**config.mk**
```make
export PLATFORM = sky130hd
export DESIGN_NAME = seven_segment_capture_flat
export DESIGN_NICKNAME = d
export VERILOG_FILES = /design/src/rtl/seven_segment_capture_pkg.sv /design/src/rtl/seven_segment_capture_if.sv /design/src/rtl/seven_segment_capture_seg7_to_hex.sv /design/src/rtl/seven_segment_capture.sv /design/src/flat_wrapper.sv
export SDC_FILE = /design/constraint.sdc
export NUM_CORES = 1
export LEC_CHECK = 0
export CORE_UTILIZATION = 50
export CTS_CLUSTER_SIZE = 10
export DETAILED_ROUTE_END_ITERATION = 7
export PLACE_DENSITY = 0.79
export SKIP_LAST_GASP = 1
export SLEW_MARGIN = 20
export SYNTH_ARGS = -nofsm -noshare
export SYNTH_HDL_FRONTEND = slang
export SYNTH_HIERARCHICAL = 1
export SYNTH_SLANG_ARGS = --single-unit
```
**constraint.sdc**
```tcl
create_clock -name clk_clk -period 2 [get_ports clk_clk]
set_input_delay 0.4 -clock clk_clk [delete_from_list [all_inputs] [get_ports clk_clk]]
set_output_delay 0.4 -clock clk_clk [all_outputs]
set_load 0.1 [all_outputs]
```
**src/rtl/seven_segment_capture_pkg.sv**
```systemverilog
// Shared definitions for the seven-segment readback monitor.
// Contents:
//   SEG_BLANK    - all-segments-off pattern (active-low, so every bit is 1)
//   SEG_PATTERN  - canonical active-low {g,f,e,d,c,b,a} pattern for hex 0..F
//   SEG_ALT_9/A  - accepted alternate renderings of 9 and A
//   NUM_DIGITS   - digits taking part in the stability compare
//   state_t      - handshake FSM states
// Configuration macro: SEG_UPPER_CHECK_EN (adds digits 4..7 to the compare).
package seven_segment_pkg;

  localparam logic [6:0] SEG_BLANK = 7'h7F;

  // Index i holds the pattern for nibble value i.
  localparam logic [15:0][6:0] SEG_PATTERN = {
    7'h0E, 7'h06, 7'h21, 7'h46, 7'h03, 7'h08, 7'h10, 7'h00,
    7'h78, 7'h02, 7'h12, 7'h19, 7'h30, 7'h24, 7'h79, 7'h40
  };

  localparam logic [6:0] SEG_ALT_9 = 7'h18;
  localparam logic [6:0] SEG_ALT_A = 7'h20;

`ifdef SEG_UPPER_CHECK_EN
  localparam int NUM_DIGITS = 8;
`else
  localparam int NUM_DIGITS = 4;
`endif

  typedef enum logic {
    S_TRACK = 1'b0,
    S_OFFER = 1'b1
  } state_t;

endpackage

```
**src/rtl/seven_segment_capture_if.sv**
```systemverilog
// Downstream word interface of the seven-segment monitor.
// Handshake: the producer raises data_valid and holds data_out/error_mask
// (and upper_nonblank when present) until a rising edge with
// data_valid && data_ready, which is the transfer; the only exception is a
// newer capture, which replaces the offered word in place.
// Signals:
//   data_out[15:0]     decoded word {d3,d2,d1,d0}
//   error_mask[3:0]    bit i set when digit i pattern was not decodable
//   data_valid         word offered
//   data_ready         consumer accepts
//   overrun            one-cycle pulse: an unaccepted word was overwritten
//   drop_count         saturating count of overwritten words
//   upper_nonblank     (SEG_UPPER_CHECK_EN only) any digit 4..7 not blank
// Configuration macro: SEG_UPPER_CHECK_EN.
interface seven_segment_capture_if #(
  parameter int DROP_W = 8
) ();
  logic [15:0]       data_out;
  logic [3:0]        error_mask;
  logic              data_valid;
  logic              data_ready;
  logic              overrun;
  logic [DROP_W-1:0] drop_count;
`ifdef SEG_UPPER_CHECK_EN
  logic              upper_nonblank;
`endif

  modport master (
    output data_out, error_mask, data_valid, overrun, drop_count,
`ifdef SEG_UPPER_CHECK_EN
    output upper_nonblank,
`endif
    input  data_ready
  );

  modport slave (
    input  data_out, error_mask, data_valid, overrun, drop_count,
`ifdef SEG_UPPER_CHECK_EN
    input  upper_nonblank,
`endif
    output data_ready
  );
endinterface

```
**src/rtl/seven_segment_capture_seg7_to_hex.sv**
```systemverilog
// Combinational decoder: one active-low seven-segment pattern to a nibble.
// Ports:
//   seg[6:0]     active-low {g,f,e,d,c,b,a}
//   nibble[3:0]  decoded value, 0 when the pattern is not recognised
//   illegal      1 when the pattern is not in the table (blank included)
module seg7_to_hex
  import seven_segment_pkg::*;
(
  input  logic [6:0] seg,
  output logic [3:0] nibble,
  output logic       illegal
);

  always_comb begin
    nibble  = 4'h0;
    illegal = 1'b1;
    for (int i = 0; i < 16; i++) begin
      if (seg == SEG_PATTERN[i]) begin
        nibble  = 4'(i);
        illegal = 1'b0;
      end
    end
    if (seg == SEG_ALT_9) begin
      nibble  = 4'h9;
      illegal = 1'b0;
    end
    if (seg == SEG_ALT_A) begin
      nibble  = 4'hA;
      illegal = 1'b0;
    end
  end

endmodule

```
**src/rtl/seven_segment_capture.sv**
```systemverilog
// Seven-segment readback monitor: samples the display buses, waits until
// they have been unchanged for STABLE_CYCLES edges, decodes them into a
// 16-bit hex word and offers it on a valid/ready interface.
// Ports:
//   clk_clk                        rising-edge clock
//   reset_reset_n                  asynchronous active-low reset
//   seven_segment_display_0..3     digit patterns, digit 0 = LSB nibble
//   seven_segment_display_4..7     (SEG_UPPER_CHECK_EN only) upper digits
//   bus                            word output interface (master side)
//   fsm_state                      current handshake state, for observation
// Parameters: STABLE_CYCLES (>=1), DROP_W.
// Configuration macro: SEG_UPPER_CHECK_EN.
module seven_segment_capture
  import seven_segment_pkg::*;
#(
  parameter int STABLE_CYCLES = 4,
  parameter int DROP_W        = 8
) (
  input  logic                        clk_clk,
  input  logic                        reset_reset_n,
  input  logic [6:0]                  seven_segment_display_0,
  input  logic [6:0]                  seven_segment_display_1,
  input  logic [6:0]                  seven_segment_display_2,
  input  logic [6:0]                  seven_segment_display_3,
`ifdef SEG_UPPER_CHECK_EN
  input  logic [6:0]                  seven_segment_display_4,
  input  logic [6:0]                  seven_segment_display_5,
  input  logic [6:0]                  seven_segment_display_6,
  input  logic [6:0]                  seven_segment_display_7,
`endif
  seven_segment_capture_if.master     bus,
  output state_t                      fsm_state
);

  localparam int SEG_W = NUM_DIGITS * 7;
  localparam int CNT_W = (STABLE_CYCLES < 2) ? 1 : $clog2(STABLE_CYCLES + 1);
  localparam logic [CNT_W-1:0] CNT_SAT = CNT_W'(STABLE_CYCLES);
  localparam logic [CNT_W-1:0] CNT_ARM = CNT_W'(STABLE_CYCLES - 1);

  logic [SEG_W-1:0] seg_in;
  logic [SEG_W-1:0] seg_q;
  logic [CNT_W-1:0] cnt;
  logic             same;
  logic             capture;
  logic             handshake;
  logic             overwrite;

  state_t state_q, state_d;

  logic [3:0]        nibble [4];
  logic [3:0]        illegal;
  logic [15:0]       data_q;
  logic [3:0]        mask_q;
  logic              overrun_q;
  logic [DROP_W-1:0] drop_q;

`ifdef SEG_UPPER_CHECK_EN
  assign seg_in = {seven_segment_display_7, seven_segment_display_6,
                   seven_segment_display_5, seven_segment_display_4,
                   seven_segment_display_3, seven_segment_display_2,
                   seven_segment_display_1, seven_segment_display_0};
`else
  assign seg_in = {seven_segment_display_3, seven_segment_display_2,
                   seven_segment_display_1, seven_segment_display_0};
`endif

  // Capture fires once, on the edge the counter reaches STABLE_CYCLES; the
  // counter then saturates so an unchanged pattern is never recaptured.
  assign same    = (seg_in == seg_q);
  assign capture = same && (cnt == CNT_ARM);

  always_ff @(posedge clk_clk or negedge reset_reset_n) begin
    if (!reset_reset_n) begin
      seg_q <= {NUM_DIGITS{SEG_BLANK}};
      cnt   <= '0;
    end else begin
      seg_q <= seg_in;
      if (!same) begin
        cnt <= '0;
      end else if (cnt != CNT_SAT) begin
        cnt <= cnt + 1'b1;
      end
    end
  end

  // At a capture edge seg_q already equals the input, so decoding the
  // registered copy is equivalent and keeps the decoders off the pins.
  for (genvar g = 0; g < 4; g++) begin : g_dec
    seg7_to_hex u_dec (
      .seg     (seg_q[g*7 +: 7]),
      .nibble  (nibble[g]),
      .illegal (illegal[g])
    );
  end

  assign handshake = (state_q == S_OFFER) && bus.data_ready;
  assign overwrite = capture && (state_q == S_OFFER) && !bus.data_ready;

  always_ff @(posedge clk_clk or negedge reset_reset_n) begin
    if (!reset_reset_n) begin
      state_q <= S_TRACK;
    end else begin
      state_q <= state_d;
    end
  end

  always_comb begin
    state_d = state_q;
    case (state_q)
      S_TRACK: if (capture) state_d = S_OFFER;
      S_OFFER: if (handshake && !capture) state_d = S_TRACK;
      default: state_d = S_TRACK;
    endcase
  end

  always_ff @(posedge clk_clk or negedge reset_reset_n) begin
    if (!reset_reset_n) begin
      data_q    <= '0;
      mask_q    <= '0;
      overrun_q <= 1'b0;
      drop_q    <= '0;
    end else begin
      overrun_q <= overwrite;
      if (capture) begin
        data_q <= {nibble[3], nibble[2], nibble[1], nibble[0]};
        mask_q <= illegal;
      end
      if (overwrite && (drop_q != {DROP_W{1'b1}})) begin
        drop_q <= drop_q + 1'b1;
      end
    end
  end

`ifdef SEG_UPPER_CHECK_EN
  logic upper_q;

  always_ff @(posedge clk_clk or negedge reset_reset_n) begin
    if (!reset_reset_n) begin
      upper_q <= 1'b0;
    end else if (capture) begin
      upper_q <= (seg_q[SEG_W-1:28] != {4{SEG_BLANK}});
    end
  end

  assign bus.upper_nonblank = upper_q;
`endif

  assign bus.data_out   = data_q;
  assign bus.error_mask = mask_q;
  assign bus.data_valid = (state_q == S_OFFER);
  assign bus.overrun    = overrun_q;
  assign bus.drop_count = drop_q;
  assign fsm_state      = state_q;

endmodule

```
**src/flat_wrapper.sv**
```systemverilog
// flat-port wrapper written by rule: the top's interface ports become plain ports
module seven_segment_capture_flat import seven_segment_pkg::*;
#(
  parameter int STABLE_CYCLES = 4,
  parameter int DROP_W        = 8
)
  (clk_clk, reset_reset_n, seven_segment_display_0, seven_segment_display_1, seven_segment_display_2, seven_segment_display_3, fsm_state, bus_data_out, bus_error_mask, bus_data_valid, bus_overrun, bus_drop_count, bus_data_ready);
  seven_segment_capture_if #(.DROP_W(DROP_W)) bus_i ();
  input  logic clk_clk;
  input  logic reset_reset_n;
  input  logic [6:0] seven_segment_display_0;
  input  logic [6:0] seven_segment_display_1;
  input  logic [6:0] seven_segment_display_2;
  input  logic [6:0] seven_segment_display_3;
  output state_t fsm_state;
  output wire logic [$bits(bus_i.data_out)-1:0] bus_data_out;
  output wire logic [$bits(bus_i.error_mask)-1:0] bus_error_mask;
  output wire logic [$bits(bus_i.data_valid)-1:0] bus_data_valid;
  output wire logic [$bits(bus_i.overrun)-1:0] bus_overrun;
  output wire logic [$bits(bus_i.drop_count)-1:0] bus_drop_count;
  input wire logic [$bits(bus_i.data_ready)-1:0] bus_data_ready;
  assign bus_data_out = bus_i.data_out;
  assign bus_error_mask = bus_i.error_mask;
  assign bus_data_valid = bus_i.data_valid;
  assign bus_overrun = bus_i.overrun;
  assign bus_drop_count = bus_i.drop_count;
  assign bus_i.data_ready = bus_data_ready;
  seven_segment_capture #(.STABLE_CYCLES(STABLE_CYCLES), .DROP_W(DROP_W)) u_core (.clk_clk(clk_clk), .reset_reset_n(reset_reset_n), .seven_segment_display_0(seven_segment_display_0), .seven_segment_display_1(seven_segment_display_1), .seven_segment_display_2(seven_segment_display_2), .seven_segment_display_3(seven_segment_display_3), .bus(bus_i), .fsm_state(fsm_state));
endmodule
```
Figure 1. Placement view.
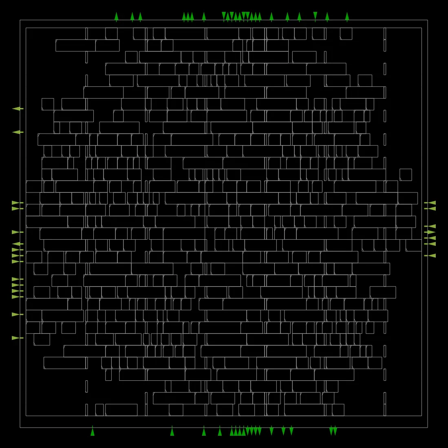
Seq area share: 0.289
Post-Layout Cell Count: 594
flop count: 61

Figure 2. Metal 3.
Drawn at 3 px/micron. Cells faint in the background.
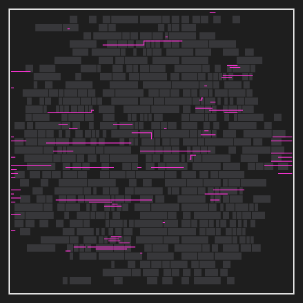
nets with wire on the layer: 55
wire length on this layer: 404 microns
longest straight run: 31.7 microns
main direction: horizontal
final WL: 10.0 mm
vias post-DR: 3455
GRT met3 Usage: 0.0340

Figure 3. Where the registers sit.
Drawn at 4 px/micron.
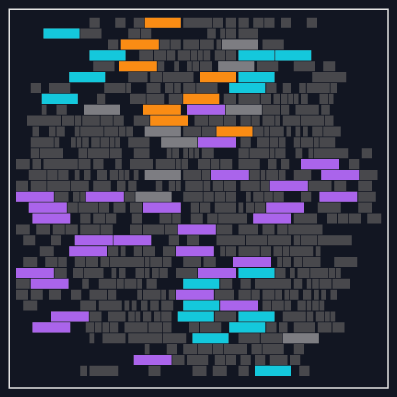
legend:
  purple:
    name_in_the_netlist: u_core/seg_q
    placed_flops: 28
  orange:
    name_in_the_netlist: u_core/bus.drop_count
    placed_flops: 8
    where: top centre
  cyan:
    name_in_the_netlist: u_core/bus.data_out
    placed_flops: 16
not coloured: 9
Seq group: 1.31 mW
Layout Utilization: 0.659
Storage cell area: 0.00157 sq mm

==> impl_metrics.py <==
# Flow results
metrics = {
    "cells_and_area": {
        "antenna_cells": 0,
        "logic_area_sq_mm": 0.00250,
        "top_area_cell_class": "logic gates",
        "mostFrequentLayoutCell": "buf_4",
        "largest_reg_flops": 28,
        "drive_gt1_frac": 0.409,
        "stdcell_area_sq_mm": 0.00541,
        "regMostFlops": "u_core/seg_q",
        "clock_area_frac": 0.0312,
        "fin_nets": 520,
        "buf_share": 0.181,
        "inverters": 16,
        "num-fill-cells": 609,
    },
    "worst_setup_path": {
        "cp-start-kind": "flop",
        "startpoint": "u_core/seg_q[25]",
        "slowest_stage": "dfstp_2",
        "cp_top_family": "simple AND/OR/NAND/NOR gates",
        "rr_startpoint": "u_core/seg_q[25]",
        "rr_worst_depth": 8,
        "crit_buf_inv": 2,
        "end_kind": "flop",
        "arrival_ns": 2.47,
        "rrSetupSlack_ns": -0.25,
        "crit_chain": "xnor2_2 > buf_4 > nand4_1 > nor4b_2 > and4_4 > buf_12 > nand2_4 > mux2_4",
        "cp.depth": 8,
        "crit_end": "u_core/bus.drop_count[1]",
        "critPathKind": "flop to flop",
        "slowest_delay_ns": 0.55,
        "r2r-end": "u_core/bus.drop_count[1]",
    },
    "final_timing": {
        "rsz0062_at_grt": "yes",
        "finalSetupViolations": 26,
        "finalCritPeriodShare": 1.13,
        "min_period_ns": 2.25,
        "fin_skew_ns": 0.0125,
        "finalHoldViolCount": 0,
        "fin_hold_ws_ns": 0.0535,
        "slew_headroom": 0.666,
        "drv_slew": 0,
        "setup_ws_ns": -0.253,
        "max_freq_mhz": 444,
        "worst_slew_pin_slew_ns": 0.496,
        "tns_ns": -4.91,
    },
    "placed_design": {
        "place_ws_ns": -0.642,
        "place_hpwl_mm": 6.80,
        "placed_area_sq_mm": 0.00499,
        "place.gp.congestion": 0.866,
        "io_buffer_count": 61,
        "dp.cells": 571,
    },
    "clocking": {
        "cts_buffers": 9,
        "worstSkewPairLatency_ns": 0.34,
        "cts_sinks": 61,
        "clock_path_buffers": 2,
        "htree_num_levels": 3,
        "hold_buffers": 0,
        "cts_setup_buffers": 9,
        "cts_resized": 33,
    },
    "yosys": {
        "top_cells_by_count": "dfrtp_1 (33), nor2_1 (33), xnor2_1 (32), dfstp_2 (28), a21oi_1 (22)",
        "synth_flop_count": 61,
        "syn_nets": 431,
        "yosysUniqueCellTypes": 46,
        "mux_share": 0.0564,
        "edf_count": 0,
        "syn_avg_cell_area_sq_um": 10.8,
        "top_area_frac": 0.194,
        "top_cells_by_area": "dfrtp_1 (19%), dfstp_2 (17%), xnor2_1 (6.6%)",
        "ys_seq_frac": 0.367,
        "ys_cells": 396,
        "synth_area_sq_mm": 0.00426,
        "ys_sh_adder": 0.0223,
        "simple_gate_share": 0.256,
        "aoi_share": 0.134,
        "synthArstFlopShare": 1.00,
        "largest_area_cell": "dfrtp_1",
        "yosys_warnings": 6,
        "synth.logic.top_family": "simple AND/OR/NAND/NOR gates",
    },
    "worst_hold_path": {
        "hold_class": "input pin to asynchronous set/reset pin",
    },
    "grt": {
        "antenna_found_initial": 0,
        "grt_pass1_vias": 3315,
        "grt_start_max_net_pins": 62,
        "use_met2": 0.381,
        "busiest_layer": "met2",
        "grt_pass1_wl_mm": 16.0,
        "grt_usage": 0.234,
        "use_met1": 0.306,
    },
    "route": {
        "ant_nets": 0,
        "wl_per_cell_microns": 16.9,
        "drc": 0,
        "met3_length_microns": 403,
        "met1Wirelength_mm": 4.48,
        "firstDrtPassIters": 5,
        "top_layer_used": "met4",
        "wl_met2_mm": 4.92,
    },
    "pwr": {
        "power_leader": "sequential cells",
        "cellPowerDensity_mw_per_mm2": 518,
        "ir_drop_mv": 0.448,
        "power.switching_mw": 0.769,
        "combPwrFrac": 0.188,
        "leakage_nw": 2.35,
        "powerClk_mw": 0.968,
        "switching_share": 0.274,
        "power_frac_clock": 0.345,
    },
    "flow_run": {
        "warnings": 30,
        "cap_violations": 0,
    },
    "die": {
        "pin_count": 62,
        "taps": 105,
        "dieWidth_microns": 94.3,
        "initCoreUtil": 0.518,
        "dieArea_sq_mm": 0.00889,
    },
    "run_status": {
        "violations": "negative setup slack",
        "status": "finished, violations left",
    },
}
Figure 4. Placement by cell class.
Drawn at 4 px/micron.
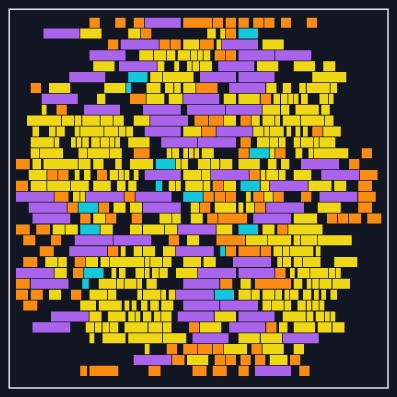
legend:
  purple:
    class: sequential cells
    cells: 61
  yellow:
    class: remaining logic cells
    cells: 303
  orange:
    class: remaining buffers and delay cells
    cells: 110
  cyan:
    class: clock drivers and dummy loads
    cells: 15
row cnt: 33
Core ar.: 0.00822 sq mm

Figure 5. Cells by drive strength.
Drawn at 4 px/micron.
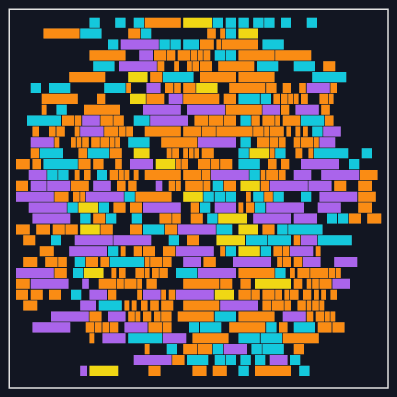
legend:
  purple:
    size: x2
    cells: 72
    share: 15%
  cyan:
    size: x3 and x4
    cells: 108
    share: 22%
  yellow:
    size: x6 and larger
    cells: 20
    share: 4.1%
  orange:
    size: x1 and smaller
    cells: 289
    share: 59%
Buffers, non-clock: 110
area grow syn2layout: 27.1%

Power figures rest on the tool's default switching activity, not on a simulated workload.
